### src/rtl/serial_sub_ctrl_if.sv
// Request/result bundle between a requesting control unit and serial_sub_ctrl.
interface serial_sub_ctrl_if #(
  parameter int unsigned WIDTH = 8
);
  logic             start;
  logic [WIDTH-1:0] a;
  logic [WIDTH-1:0] b;
  logic             busy;
  logic             done;
  logic [WIDTH-1:0] diff;
  logic             bout;

  modport master (output start, a, b, input busy, done, diff, bout);
  modport slave  (input start, a, b, output busy, done, diff, bout);
endinterface

### src/rtl/serial_sub_ctrl.sv
// Bit-serial A-B: steps one shared full subtractor over WIDTH cycles, LSB first,
// then publishes the result word and final borrow with a one-cycle done pulse.
module serial_sub_ctrl #(
  parameter int unsigned WIDTH = 8
) (
  input  logic               clk,
  input  logic               rst,
  serial_sub_ctrl_if.slave   bus
);
  localparam int unsigned CNT_W = (WIDTH > 1) ? $clog2(WIDTH) : 1;
  localparam int unsigned RES_W = WIDTH - 1;

  typedef enum logic [1:0] {
    IDLE  = 2'd0,
    SHIFT = 2'd1,
    DONE  = 2'd2
  } state_e;

  state_e           state_q, state_d;
  logic [WIDTH-1:0] opa_q, opa_d;
  logic [WIDTH-1:0] opb_q, opb_d;
  logic [RES_W-1:0] res_q, res_d;
  logic [CNT_W-1:0] cnt_q, cnt_d;
  logic             borrow_q, borrow_d;
  logic             busy_q, busy_d;
  logic             done_q, done_d;
  logic [WIDTH-1:0] diff_q, diff_d;
  logic             bout_q, bout_d;

  logic             fs_diff;
  logic             fs_bout;
  logic             last_bit;

  Lab2_full_sub u_fs (
    .a    (opa_q[0]),
    .b    (opb_q[0]),
    .bin  (borrow_q),
    .diff (fs_diff),
    .bout (fs_bout)
  );

  assign last_bit = (cnt_q == CNT_W'(WIDTH - 1));

  // Next-state and datapath control
  always_comb begin
    state_d  = state_q;
    opa_d    = opa_q;
    opb_d    = opb_q;
    res_d    = res_q;
    cnt_d    = cnt_q;
    borrow_d = borrow_q;
    busy_d   = busy_q;
    done_d   = 1'b0;
    diff_d   = diff_q;
    bout_d   = bout_q;

    case (state_q)
      IDLE: begin
        if (bus.start) begin
          state_d  = SHIFT;
          opa_d    = bus.a;
          opb_d    = bus.b;
          res_d    = '0;
          cnt_d    = '0;
          borrow_d = 1'b0;
          busy_d   = 1'b1;
        end
      end
      SHIFT: begin
        // The final bit goes straight to diff, so res only needs WIDTH-1 bits
        res_d    = RES_W'({fs_diff, res_q} >> 1);
        opa_d    = opa_q >> 1;
        opb_d    = opb_q >> 1;
        borrow_d = fs_bout;
        if (last_bit) begin
          state_d = DONE;
          diff_d  = {fs_diff, res_q};
          bout_d  = fs_bout;
          done_d  = 1'b1;
          busy_d  = 1'b0;
        end else begin
          cnt_d = cnt_q + CNT_W'(1);
        end
      end
      DONE: begin
        state_d = IDLE;
      end
      default: begin
        state_d = IDLE;
        busy_d  = 1'b0;
      end
    endcase
  end

  always_ff @(posedge clk or posedge rst) begin
    if (rst) begin
      state_q  <= IDLE;
      opa_q    <= '0;
      opb_q    <= '0;
      res_q    <= '0;
      cnt_q    <= '0;
      borrow_q <= 1'b0;
      busy_q   <= 1'b0;
      done_q   <= 1'b0;
      diff_q   <= '0;
      bout_q   <= 1'b0;
    end else begin
      state_q  <= state_d;
      opa_q    <= opa_d;
      opb_q    <= opb_d;
      res_q    <= res_d;
      cnt_q    <= cnt_d;
      borrow_q <= borrow_d;
      busy_q   <= busy_d;
      done_q   <= done_d;
      diff_q   <= diff_d;
      bout_q   <= bout_d;
    end
  end

  assign bus.busy = busy_q;
  assign bus.done = done_q;
  assign bus.diff = diff_q;
  assign bus.bout = bout_q;
endmodule

// One-bit full subtractor: diff = a - b - bin, bout set when a borrow is needed.
module Lab2_full_sub (
  input  logic a,
  input  logic b,
  input  logic bin,
  output logic diff,
  output logic bout
);
  assign diff = a ^ b ^ bin;
  assign bout = (~a & b) | (~(a ^ b) & bin);
endmodule

### src/flat_wrapper.sv
// flat-port wrapper written by rule: the top's interface ports become plain ports
module serial_sub_ctrl_flat 
#(
  parameter int unsigned WIDTH = 8
)
  (clk, rst, bus_start, bus_a, bus_b, bus_busy, bus_done, bus_diff, bus_bout);
  serial_sub_ctrl_if #(.WIDTH(WIDTH)) bus_i ();
  input  logic clk;
  input  logic rst;
  input wire logic [$bits(bus_i.start)-1:0] bus_start;
  input wire logic [$bits(bus_i.a)-1:0] bus_a;
  input wire logic [$bits(bus_i.b)-1:0] bus_b;
  output wire logic [$bits(bus_i.busy)-1:0] bus_busy;
  output wire logic [$bits(bus_i.done)-1:0] bus_done;
  output wire logic [$bits(bus_i.diff)-1:0] bus_diff;
  output wire logic [$bits(bus_i.bout)-1:0] bus_bout;
  assign bus_i.start = bus_start;
  assign bus_i.a = bus_a;
  assign bus_i.b = bus_b;
  assign bus_busy = bus_i.busy;
  assign bus_done = bus_i.done;
  assign bus_diff = bus_i.diff;
  assign bus_bout = bus_i.bout;
  serial_sub_ctrl #(.WIDTH(WIDTH)) u_core (.clk(clk), .rst(rst), .bus(bus_i));
endmodule
### config.mk
export PLATFORM = sky130hd
export DESIGN_NAME = serial_sub_ctrl_flat
export DESIGN_NICKNAME = d
export VERILOG_FILES = /design/src/rtl/serial_sub_ctrl_if.sv /design/src/rtl/serial_sub_ctrl.sv /design/src/flat_wrapper.sv
export SDC_FILE = /design/constraint.sdc
export NUM_CORES = 1
export LEC_CHECK = 0
export CORE_ASPECT_RATIO = 1.2
export CORE_UTILIZATION = 52
export CTS_BUF_LIST = sky130_fd_sc_hd__clkbuf_8 sky130_fd_sc_hd__clkbuf_16
export DETAILED_ROUTE_END_ITERATION = 10
export GPL_TIMING_DRIVEN = 0
export PLACE_DENSITY = 0.78
export SYNTH_ARGS = -nofsm -noshare
export SYNTH_HDL_FRONTEND = slang
export SYNTH_SLANG_ARGS = --single-unit
### constraint.sdc
create_clock -name clk -period 1.8 [get_ports clk]
set_input_delay 0.54 -clock clk [delete_from_list [all_inputs] [get_ports clk]]
set_output_delay 0.54 -clock clk [all_outputs]
set_load 0.01 [all_outputs]
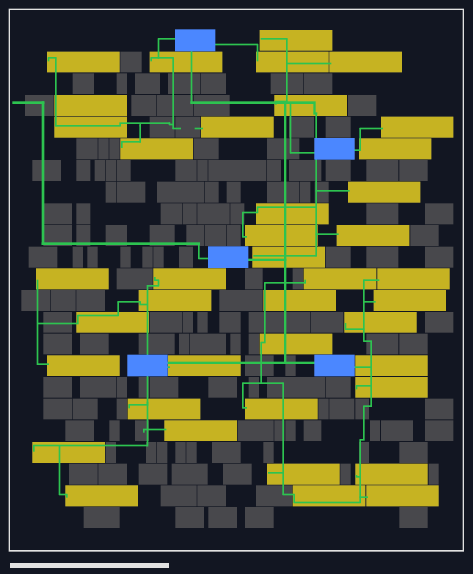
*Clock network drawn from the DEF*
The bar under the picture is 20 µm long.
[flip-flops] yellow | count: 40
[clock wires] green | length: 457 µm
[clock drivers] blue | count: 5
flops lie	spread over the die
routed clock nets	6

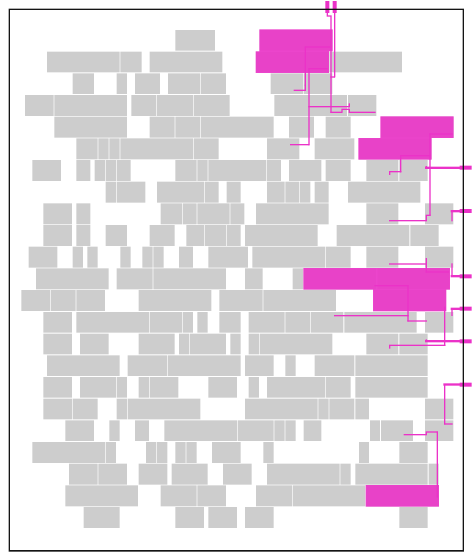
*Nets reached from selected ports*
port	color	bits	direction	edge	end cells	buffers	wire
bus_diff	magenta	8	output	6 right, 2 top	8	8	161 µm

==> run summary <==
On the backend side, the flow ran end to end.

The run finished, with violations left. The checks that failed: design-rule violations. The OpenROAD warning count stands at 26. Sorting the Yosys area breakdown by cell type puts at the top sky130_fd_sc_hd__dfrtp_1.

Max-cap violations in this run came to 0. TritonCTS built the clock tree. In the final layout, the multi-input gates occupy 753 µm². In the final layout, the share of cells above drive strength 1 is 26.6%. For this block, the routed nets add up to 3.58 mm of wire.

Summed over all failing endpoints, the final setup total negative slack is 0 ps. The remaining global-route overflow stands at 0. In this run the worst path has a maximum fanout of 2. The number of placed instances, taps included, is 221. Per the detail_route log, met2 wirelength is 1.86 mm. In the routed layout, each cell is associated on average with a via count of 5.72. The buffer share of cell area stands at 16.6%. The synthesis warning total stands at 0. After layout, the setup clock skew is reported as 8.23 ps. After the last flow step, the layout net total stands at 213.

Setup violations remaining at the end of the flow were counted as 0. The endpoint arrival time on the critical path stands at 1190 ps. The gate count after technology mapping stands at 155. The most critical setup path has its endpoint at bus_busy.

The I/O pin count stands at 30. In this run the full chip footprint comes out at 3840 µm². Per the timing report, the most critical flop-to-flop path finishes at u_core.bus.diff[3]$_DFFE_PP0P_. The clock latency at the later pin of the worst-skew pair stands at 290 ps. Along the worst hold path, the cell count comes to 2. The timing report gives the biggest stage delay along the critical path as 540 ps.

The total setup buffers inserted after CTS stands at 0. The number of fill cells stands at 284. The number of different library cells in the post-synthesis netlist stands at 27. The maximum resistive drop on vdd stands at 0.802 mV. Total global-route track usage over all layers is 21.3%. The endpoint of the worst hold path is reported as u_core.bus.bout$_DFFE_PP0P_. The DRC violation count after routing stands at 2. The number of hold buffers added after CTS stands at 0.

The routed design uses 133 µm of met3 wire. Of the synthesized area, sequential elements account for 53.5%. Per the layout report, the design carries 5 clock buffers.

In this run, CTS created clock tree buffers numbering 5. After synthesis, the chip area reported by Yosys is 1870 µm². Entering global routing, the biggest net connects 41 pins.

The antenna cell count stands at 0. The biggest slice of the area belongs to registers. There are 40 flip-flops and latches. The most critical min-delay path falls under reg2reg.

Looking at the reg2reg group, the worst path starts from u_core.cnt_q[0]$_DFFE_PP0P_. For reference, the top cells by area after synthesis are sky130_fd_sc_hd__dfrtp_1, sky130_fd_sc_hd__a211oi_2, sky130_fd_sc_hd__a22o_1. In this run, post-CTS repair resized a total of 0 instances.
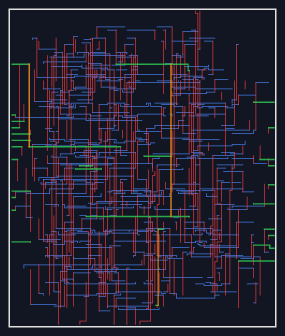
*Signal wires by layer*
layer	color	wire length
metal 4	orange	66.6 µm
metal 2	red	1,860 µm
metal 1	blue	1,510 µm
metal 3	green	134 µm

-- cells by family after synthesis --
logic type | Yosys count | synth area share (%)
adders and majority gates | 3 | 2.41
AOI/OAI and AO/OA | 35 | 17.7
and+or+nand+nor | 49 | 14.7
DFF | 40 | 53.5
muxes | 9 | 5.41
buffers and inverters | 19 | 6.28
-- cell usage after synthesis (all sizes together) --
cell and n:
dfrtp 40, nor2 30, a211oi 14, a22o 14
nor3 13, buf 12, mux2 9, inv 7
ha 2, o22ai 2, a21oi 1, fa 1
nand2 1, nand2b 1, nand3b 1, nor2b 1
nor4b 1, o21a 1, o21ai 1, o21ba 1
o21bai 1, or2b 1
-- report_power, final --
group	internal, µW	leakage [µW]	total (µW)	switching [µW]
sequential	1310	0.000487	1560	253
clock	270	0.0000479	580	310
combinational	866	0.000529	1580	710
Power and IR drop assume default switching activity.
